$ cat config.mk
export PLATFORM = sky130hd
export DESIGN_NAME = int_controller
export DESIGN_NICKNAME = d
export VERILOG_FILES = /design/src/rtl/int_controller.sv
export SDC_FILE = /design/constraint.sdc
export NUM_CORES = 1
export LEC_CHECK = 0
export CAP_MARGIN = 30
export CORE_MARGIN = 8
export CORE_UTILIZATION = 48
export CTS_CLUSTER_SIZE = 40
export DETAILED_ROUTE_END_ITERATION = 7
export PLACE_DENSITY = 0.84
export SLEW_MARGIN = 20
export SYNTH_ARGS = -nofsm -noshare
export SYNTH_HDL_FRONTEND = slang
export SYNTH_SLANG_ARGS = --single-unit
$ cat constraint.sdc
create_clock -name clk -period 2.2 [get_ports clk]
set_input_delay 0.55 -clock clk [delete_from_list [all_inputs] [get_ports clk]]
set_output_delay 0.55 -clock clk [all_outputs]
set_load 0.005 [all_outputs]
$ cat src/rtl/int_controller.sv
// Fixed-priority interrupt controller: edge-detected pending register, mask, IDLE/REQ/SERV handshake.
// Optional INTC_SYNC_EN macro adds a 2-flop synchronizer on every irq_in bit ahead of edge detection.
module int_controller #(
    parameter int N_SRC = 4,
    parameter int ID_W  = 2
) (
    input  logic             clk,
    input  logic             reset,
    input  logic [N_SRC-1:0] irq_in,
    input  logic             mask_we,
    input  logic [N_SRC-1:0] mask_in,
    input  logic             int_ack,
    input  logic             int_eoi,
    output logic             ir1,
    output logic [ID_W-1:0]  int_id,
    output logic [N_SRC-1:0] pending
);

    typedef enum logic [1:0] {
        ST_IDLE,
        ST_REQ,
        ST_SERV
    } state_t;

    state_t            r_state;
    state_t            w_state_nxt;
    logic [N_SRC-1:0]  r_prev;
    logic [N_SRC-1:0]  r_pending;
    logic [N_SRC-1:0]  r_mask;
    logic              r_ir1;
    logic [ID_W-1:0]   r_int_id;
    logic [N_SRC-1:0]  w_sampled;
    logic [N_SRC-1:0]  w_rise;
    logic [N_SRC-1:0]  w_eligible;
    logic [N_SRC-1:0]  w_clr;
    logic              w_ir1_nxt;
    logic [ID_W-1:0]   w_id_nxt;

    // Lowest set index wins; returns 0 for an all-zero vector (caller gates on |v).
    function automatic logic [ID_W-1:0] f_first(input logic [N_SRC-1:0] v);
        logic [ID_W-1:0] idx;
        idx = '0;
        for (int i = N_SRC - 1; i >= 0; i--) begin
            if (v[i]) idx = ID_W'(i);
        end
        return idx;
    endfunction

`ifdef INTC_SYNC_EN
    logic [N_SRC-1:0] r_sync1;
    logic [N_SRC-1:0] r_sync2;

    always_ff @(posedge clk or negedge reset) begin
        if (!reset) begin
            r_sync1 <= '0;
            r_sync2 <= '0;
        end else begin
            r_sync1 <= irq_in;
            r_sync2 <= r_sync1;
        end
    end

    assign w_sampled = r_sync2;
`else
    assign w_sampled = irq_in;
`endif

    // The previous-sample flop clears to 0, so a line held high through reset release is one event.
    assign w_rise     = w_sampled & ~r_prev;
    assign w_eligible = r_pending & r_mask;

    always_comb begin
        w_clr = '0;
        if (r_state == ST_REQ && int_ack) begin
            w_clr[r_int_id] = 1'b1;
        end
    end

    always_ff @(posedge clk or negedge reset) begin
        if (!reset) begin
            r_prev    <= '0;
            r_pending <= '0;
            r_mask    <= '1;
        end else begin
            r_prev    <= w_sampled;
            // A new edge in the ack cycle must survive the clear of the serviced bit.
            r_pending <= (r_pending & ~w_clr) | w_rise;
            if (mask_we) begin
                r_mask <= mask_in;
            end
        end
    end

    always_ff @(posedge clk or negedge reset) begin
        if (!reset) begin
            r_state  <= ST_IDLE;
            r_ir1    <= 1'b0;
            r_int_id <= '0;
        end else begin
            r_state  <= w_state_nxt;
            r_ir1    <= w_ir1_nxt;
            r_int_id <= w_id_nxt;
        end
    end

    // Arbitration happens only on leaving IDLE; REQ and SERV hold the latched index.
    always_comb begin
        w_state_nxt = r_state;
        w_ir1_nxt   = r_ir1;
        w_id_nxt    = r_int_id;
        case (r_state)
            ST_IDLE: begin
                if (|w_eligible) begin
                    w_state_nxt = ST_REQ;
                    w_ir1_nxt   = 1'b1;
                    w_id_nxt    = f_first(w_eligible);
                end
            end
            ST_REQ: begin
                if (int_ack) begin
                    w_state_nxt = ST_SERV;
                    w_ir1_nxt   = 1'b0;
                end
            end
            ST_SERV: begin
                if (int_eoi) begin
                    w_state_nxt = ST_IDLE;
                    w_id_nxt    = '0;
                end
            end
            default: begin
                w_state_nxt = ST_IDLE;
                w_ir1_nxt   = 1'b0;
                w_id_nxt    = '0;
            end
        endcase
    end

    assign ir1     = r_ir1;
    assign int_id  = r_int_id;
    assign pending = r_pending;

endmodule
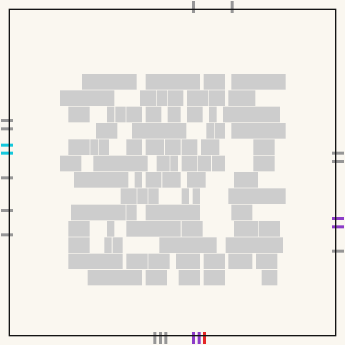
**Above:** run 1 (pin map).
Scale: 6 px per um. Pins as bars across the die edge, other pins in grey.
legend:
  purple:
    port: mask_in
    pins: 4
    direction: input
    edge: 2 right, 2 bottom
  red:
    port: mask_we
    pins: 1
    direction: input
    edge: bottom
  cyan:
    port: int_id
    pins: 2
    direction: output
    edge: left
number of buffers added on ports: 19
DIE HEIGHT: 54.1 um

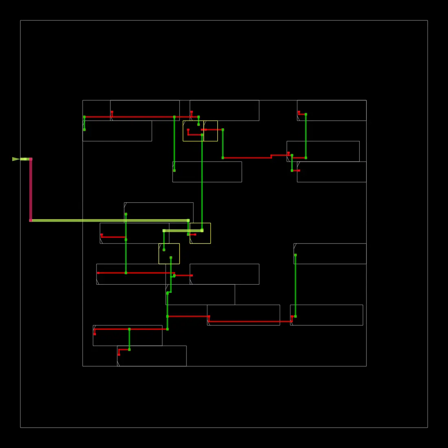
**Above:** run 1 (clock nets).
flop count: 17
Worst-Skew Late Latency: 0.28 ns

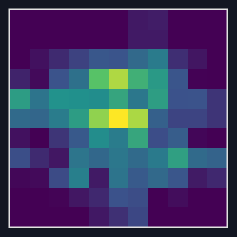
**Above:** run 1 (wire density map).
Scale: 4 px per um. 11 x 11 tiles, from dark purple (low) to yellow (high), scaled to the fullest tile. Values are wire area over tile area, all layers added.
mean over tiles: 0.078
fullest tile: 0.37
densest ninth of the die: centre
emptiest ninth of the die: upper left
tiles over half the peak: 12%
via count: 541
Total Wirelength: 1390 um

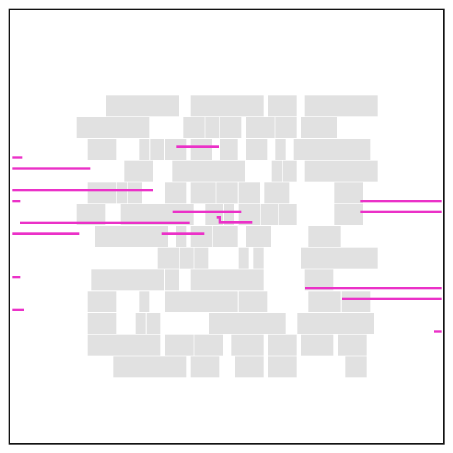
**Above:** run 1 (M3 wires).
Scale: 8 px per um.
longest straight run: 20.9 um
share of all routed wire: 9.5%

[run 1: power breakdown]
part / internal, mW / total [mW] / switching [mW]
Combinational: 0.197 / 0.323 / 0.126
Sequential: 0.396 / 0.494 / 0.0974
Clock: 0.0675 / 0.163 / 0.0953
[run 1: registers in the layout, summed over array words and instances, names as in the netlist]
register	flops
r_state	2
int_id	2
r_mask	4
r_prev	4
pending	4
ir1	1
[run 1: per-layer routing]
metal / routed length, um / part of all wire / global-route usage
met5: 0 / 0 / 0
met4: 8 / 0.0058 / 0.0492
met3: 131 / 0.094 / 0.0468
met2: 648 / 0.47 / 0.174
met1: 601 / 0.43 / 0.134
==> job_summary.md, run 1 <==
## Implementation flow summary

| Metric | Value |
|---|---|
| Outcome | complete, no violations |
| CP max-delay cell | clkdlybuf4s50_1 |
| CTS Sinks | 17 |
| Hold depth | 1 |
| Simple share | 0.0950 |
| Largest net degree at the start of global routing | 18 |
| CP peak stage delay | 0.54 ns |
| Maximum VDD drop | 0.000512 V |
| Post_cts resized | 0 |
| Place WS | 0.530 ns |
| Synth top area share | 0.466 |
| Die W | 54.1 um |
| Worst hold slack | 0.422 ns |
| R2R Setup Slk | 0.86 ns |
| Comb area share | 0.260 |
| DP HPWL | 1100 um |
| Hold Path Class | flip-flop to flip-flop |
| Inverters | 6 |
| Register area | 430 um^2 |
| Top class by area | registers |
| Top cells excl fill/tap | clkdlybuf4s50_1 (19), dfrtp_1 (13), o21ai_0 (7), inv_1 (6) |
| Reg2reg end | ir1 |
| WL per Instance | 14.5 um |
| Gr usage total | 0.112 |
| Post-DRT Antenna Nets | 0 |
| Multi-input combinational cell count | 34 |
| Row count | 13 |
| Post-CTS Hold Buffers | 0 |
| Non-clock buffer share | 0.210 |
| Placed Cells | 92 |
| Layout cells sized above 1 | 0.173 |
| Yosys xor share | 0 |
| Antenna cells | 0 |
| Most frequent logic cell in the layout | clkdlybuf4s50_1 |
| Setup Skew | 0.00398 ns |
| Number of clock buffers in the layout | 3 |
| Clk slew on worst S/H paths | 0.10 ns |
| Clock network share of area | 0.0292 |
| Residual DRC count | 0 |
| Tool warnings | 26 |
| DP Area | 915 um^2 |
| Utilization after layout | 0.706 |
| Io pins | 20 |
| CP Capture Type | primary output |
| P per Cell Area | 1040 mW/mm^2 |
| Final total power | 0.979 mW |
| Worst path depth | 1 |
| Comb. cell area | 245 um^2 |
| Final setup margin | 0.379 ns |
| Async SR Flop Fraction | 1.00 |
| Leak pwr | 0.403 nW |
| WP data required | 1.65 ns |
| Ys cells | 57 |
| Non-clock buffers | 20 |
| Top cells, area | dfrtp_1 (47%), dfstp_2 (15%), mux2_2 (6.5%) |
| CTS tree | built |
| Avg Cell Area, Syn | 12.2 um^2 |
| RSZ-0062 raised after global routing | false |
| Final worst path period share | 0.828 |
| Final setup viols | 0 |
| Slew @ Worst Pin | 0.376 ns |
| Cell variety after synth | 24 |
| CP top delay family | buffers and inverters |
| Max_cap viols | 0 |
| Initial antenna violation count | 0 |
| Root Driver | clkbuf_4 |
| Yosys warning count | 0 |
| Non-filler cells, final | 96 |
| Flip-flops with a built-in enable | 0 |
| Post-Syn Area | 698 um^2 |
| Crit start category | flip-flop |
| Final setup TNS | 0 ns |
| WP buf/inv | 1 |
| Worst R2R Start | r_state[0] |
| N_taps | 15 |
| Vias in the first global route | 570 |
--- run 2 (diff from run 1) ---
Settings changed: CORE_ASPECT_RATIO set to 0.75, CORE_UTILIZATION 48 to 40, PLACE_DENSITY 0.84 to 0.75.
Clock period 2.2 ns to 1.48 ns, I/O delays scaled along.
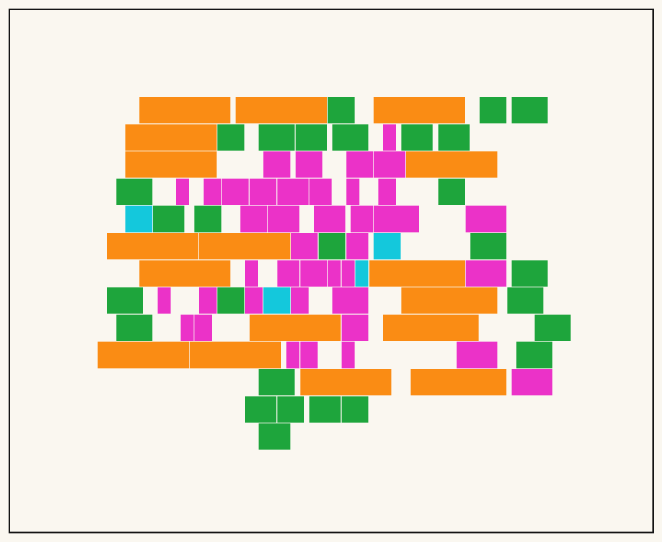
**Above:** run 2 (cells coloured by class).
Scale: 10 px per um.
legend:
  magenta:
    class: remaining logic cells
    cells: 40
  green:
    class: remaining buffers and delay cells
    cells: 28
  orange:
    class: registers
    cells: 17
  cyan:
    class: clock drivers and dummy loads
    cells: 4
row count: 13
design area: 0.00100 mm^2
fraction of area in registers: 0.430
core box area: 0.00169 mm^2
utilization after layout: 0.592

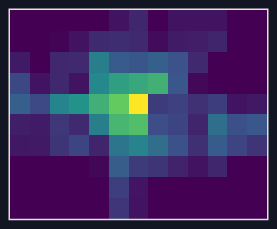
**Above:** run 2 (wire density map).
Scale: 4 px per um. 13 x 10 tiles, from dark purple (low) to yellow (high), scaled to the fullest tile. Values are wire area over tile area, all layers added.
densest ninth of the die: centre
nearly empty tiles: 38%
emptiest ninth of the die: lower left
mean over tiles: 0.071
tiles over half the peak: 6.9%
fullest tile: 0.49
Total Wirelength: 1450 um
WL per Instance: 13.1 um

==> job_summary.md, run 2 <==
## Implementation flow summary

| Metric | Value |
|---|---|
| Worst R2R Start | pending[0] |
| Simple share | 0.0950 |
| Flip-flops with a built-in enable | 0 |
| Ys cells | 57 |
| Clk slew on worst S/H paths | 0.09 ns |
| Outcome | complete, no violations |
| P per Cell Area | 1520 mW/mm^2 |
| Largest net degree at the start of global routing | 18 |
| Pint | 1.03 mW |
| Layout cells sized above 1 | 0.236 |
| Post-Syn Area | 698 um^2 |
| Synth top area share | 0.466 |
| Clock power frac | 0.155 |
| Gr usage total | 0.0961 |
| Worst-Skew Late Latency | 0.28 ns |
| Place WS | -0.0302 ns |
| Yosys xor share | 0 |
| Seq pwr share | 0.452 |
| Final setup TNS | 0 ns |
| GR Layer Usage met2 | 0.147 |
| Met3 Track Usage GR | 0.0556 |
| Hold Path Class | input pin to asynchronous set/reset pin |
| Residual DRC count | 0 |
| Met3 wire length | 122 um |
| Io pins | 20 |
| Top cells excl fill/tap | dfrtp_1 (13), clkdlybuf4s50_1 (12), buf_4 (9), o21ai_0 (7), dlygate4sd2_1 (7) |
| Cell variety after synth | 24 |
| Most used routing layer | met2 |
| Post-DRT Antenna Nets | 0 |
| Top cells, area | dfrtp_1 (47%), dfstp_2 (15%), mux2_2 (6.5%) |
| Max_cap viols | 0 |
| DIE HEIGHT | 52.2 um |
| Post-CTS Hold Buffers | 0 |
| DP HPWL | 1110 um |
| Die W | 64.2 um |
| Post_cts resized | 7 |
| Pwr top | registers |
| CP Capture Type | flip-flop |
| Final worst path period share | 0.904 |
| Root Driver | clkbuf_4 |
| Combinational Power Share | 0.393 |
| Non-filler cells, final | 111 |
| Switch share | 0.319 |
| Avg Cell Area, Syn | 12.2 um^2 |
| Reg2reg end | ir1 |
| Final setup viols | 0 |
| Initial antenna violation count | 0 |
| Setup Skew | 0.000817 ns |
| Worst hold slack | 0.400 ns |
| Detail Route met2 WL | 623 um |
| Yosys warning count | 0 |
| Most frequent logic cell in the layout | dfrtp_1 |
| Antenna cells | 0 |
| Leak pwr | 0.440 nW |
| CTS Sinks | 17 |
[run 2: cell counts after synthesis]
No cell type changed its count.
[run 2: area by class of cell]
type                    instances  area (um^2)  share of cell area
multi-input cells              34          245               0.245
well taps                      22         27.5              0.0275
clock buffers                   4         26.3              0.0263
repair buffers                 28          249               0.249
flip-flops and latches         17          430               0.430
inverters                       6         22.5              0.0225
[run 2: worst max-delay path, stage by stage, from the launching register on]
cell and delay (ns):
dfrtp_1 0.38, buf_4 0.14, a211oi_2 0.36, and3_1 0.24, o311ai_1 0.08
[run 2: cells by family (layout without fill, tap and decap cells)]
| group | Yosys count | count (layout) |
|---|---|---|
| compound gates | 19 | 19 |
| buf+inv | 6 | 38 |
| flops | 17 | 17 |
| mux | 4 | 4 |
| simple gates | 11 | 11 |
--- run 3 (diff from run 2) ---
Settings changed: SETUP_SLACK_MARGIN set to 0.02.
==> job_summary.md, run 3 <==
## Implementation flow summary

| Metric | Value |
|---|---|
| Outcome | complete, no violations |
| Met3 Track Usage GR | 0.0556 |
| Top Layer Used | met4 |
| Initial antenna violation count | 0 |
| Tool warnings | 26 |
| Multi-input combinational cell count | 34 |
| Met1 Track Usage GR | 0.111 |
| Number of buffers added on ports | 19 |
| CP peak stage delay | 0.38 ns |
| Crit-path cells | buf_4, a211oi_2, and3_1, o311ai_1 |
| Final total power | 1.52 mW |
| Total Wirelength | 1450 um |
| Avg Cell Area, Syn | 12.2 um^2 |
| Top cells excl fill/tap | dfrtp_1 (13), clkdlybuf4s50_1 (12), buf_4 (9), o21ai_0 (7), dlygate4sd2_1 (7) |
| Comb. cell area | 245 um^2 |
| Comb area share | 0.245 |
| Final setup TNS | 0 ns |
| Most frequent logic cell in the layout | dfrtp_1 |
| Core box area | 0.00169 mm^2 |
| Utilization after layout | 0.592 |
| Worst-Skew Late Latency | 0.28 ns |
| CP Capture Type | flip-flop |
| Row count | 13 |
| Die W | 64.2 um |
| Final worst path period share | 0.904 |
| Flip-flops with a built-in enable | 0 |
| Gr usage total | 0.0961 |
| Combinational Power Share | 0.393 |
| Clk slew on worst S/H paths | 0.09 ns |
| Io pins | 20 |
| Root Driver | clkbuf_4 |
| NetSw | 0.484 mW |
| Post-DRT Antenna Nets | 0 |
| Yosys xor share | 0 |
| M1 WL | 686 um |
| Antenna cells | 0 |
| Non-clock buffers | 28 |
[run 3: cell counts in the layout (fill, tap and decap cells not counted)]
No cell type changed its count.
[run 3: worst max path at each step]
stage               startpoint          to  slack [ns]  depth (start not counted)
finish              pending[0]         ir1        0.14                          4
global route        pending[0]         ir1        0.06                          4
CTS                 pending[2]  pending[2]        0.15                          1
detailed placement     int_ack  pending[2]       -0.03                          4
global placement       int_ack  pending[2]       -0.02                          4
floorplan            r_mask[2]   int_id[0]        0.28                          3
[run 3: timing repair]
| action | 4_1_cts | 5_1_grt |
|---|---|---|
| hold buffers | 0 | 0 |
| endpoints found under the setup margin | 7 | 0 |
| buffers inserted | 7 | 0 |
| gates resized | 7 | 0 |
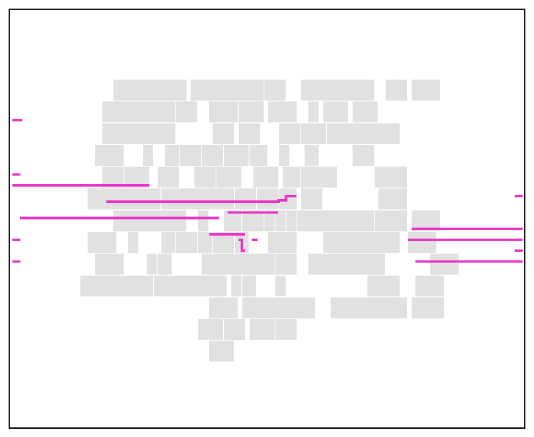
**Above:** run 3 (M3 wires).
Scale: 8 px per um.
nets with wire on the layer: 14
wire length on this layer: 123 um
longest straight run: 24.6 um
main direction: horizontal

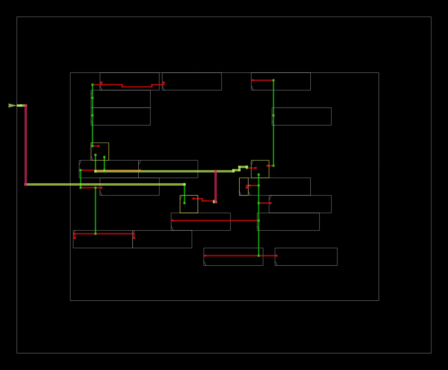
**Above:** run 3 (clock nets).
CTS Sinks: 17
Setup Skew: 0.000817 ns
number of clock buffers in the layout: 4
total CTS buffers: 3
Clk power: 0.235 mW

Power is estimated from default activity; no workload was simulated.
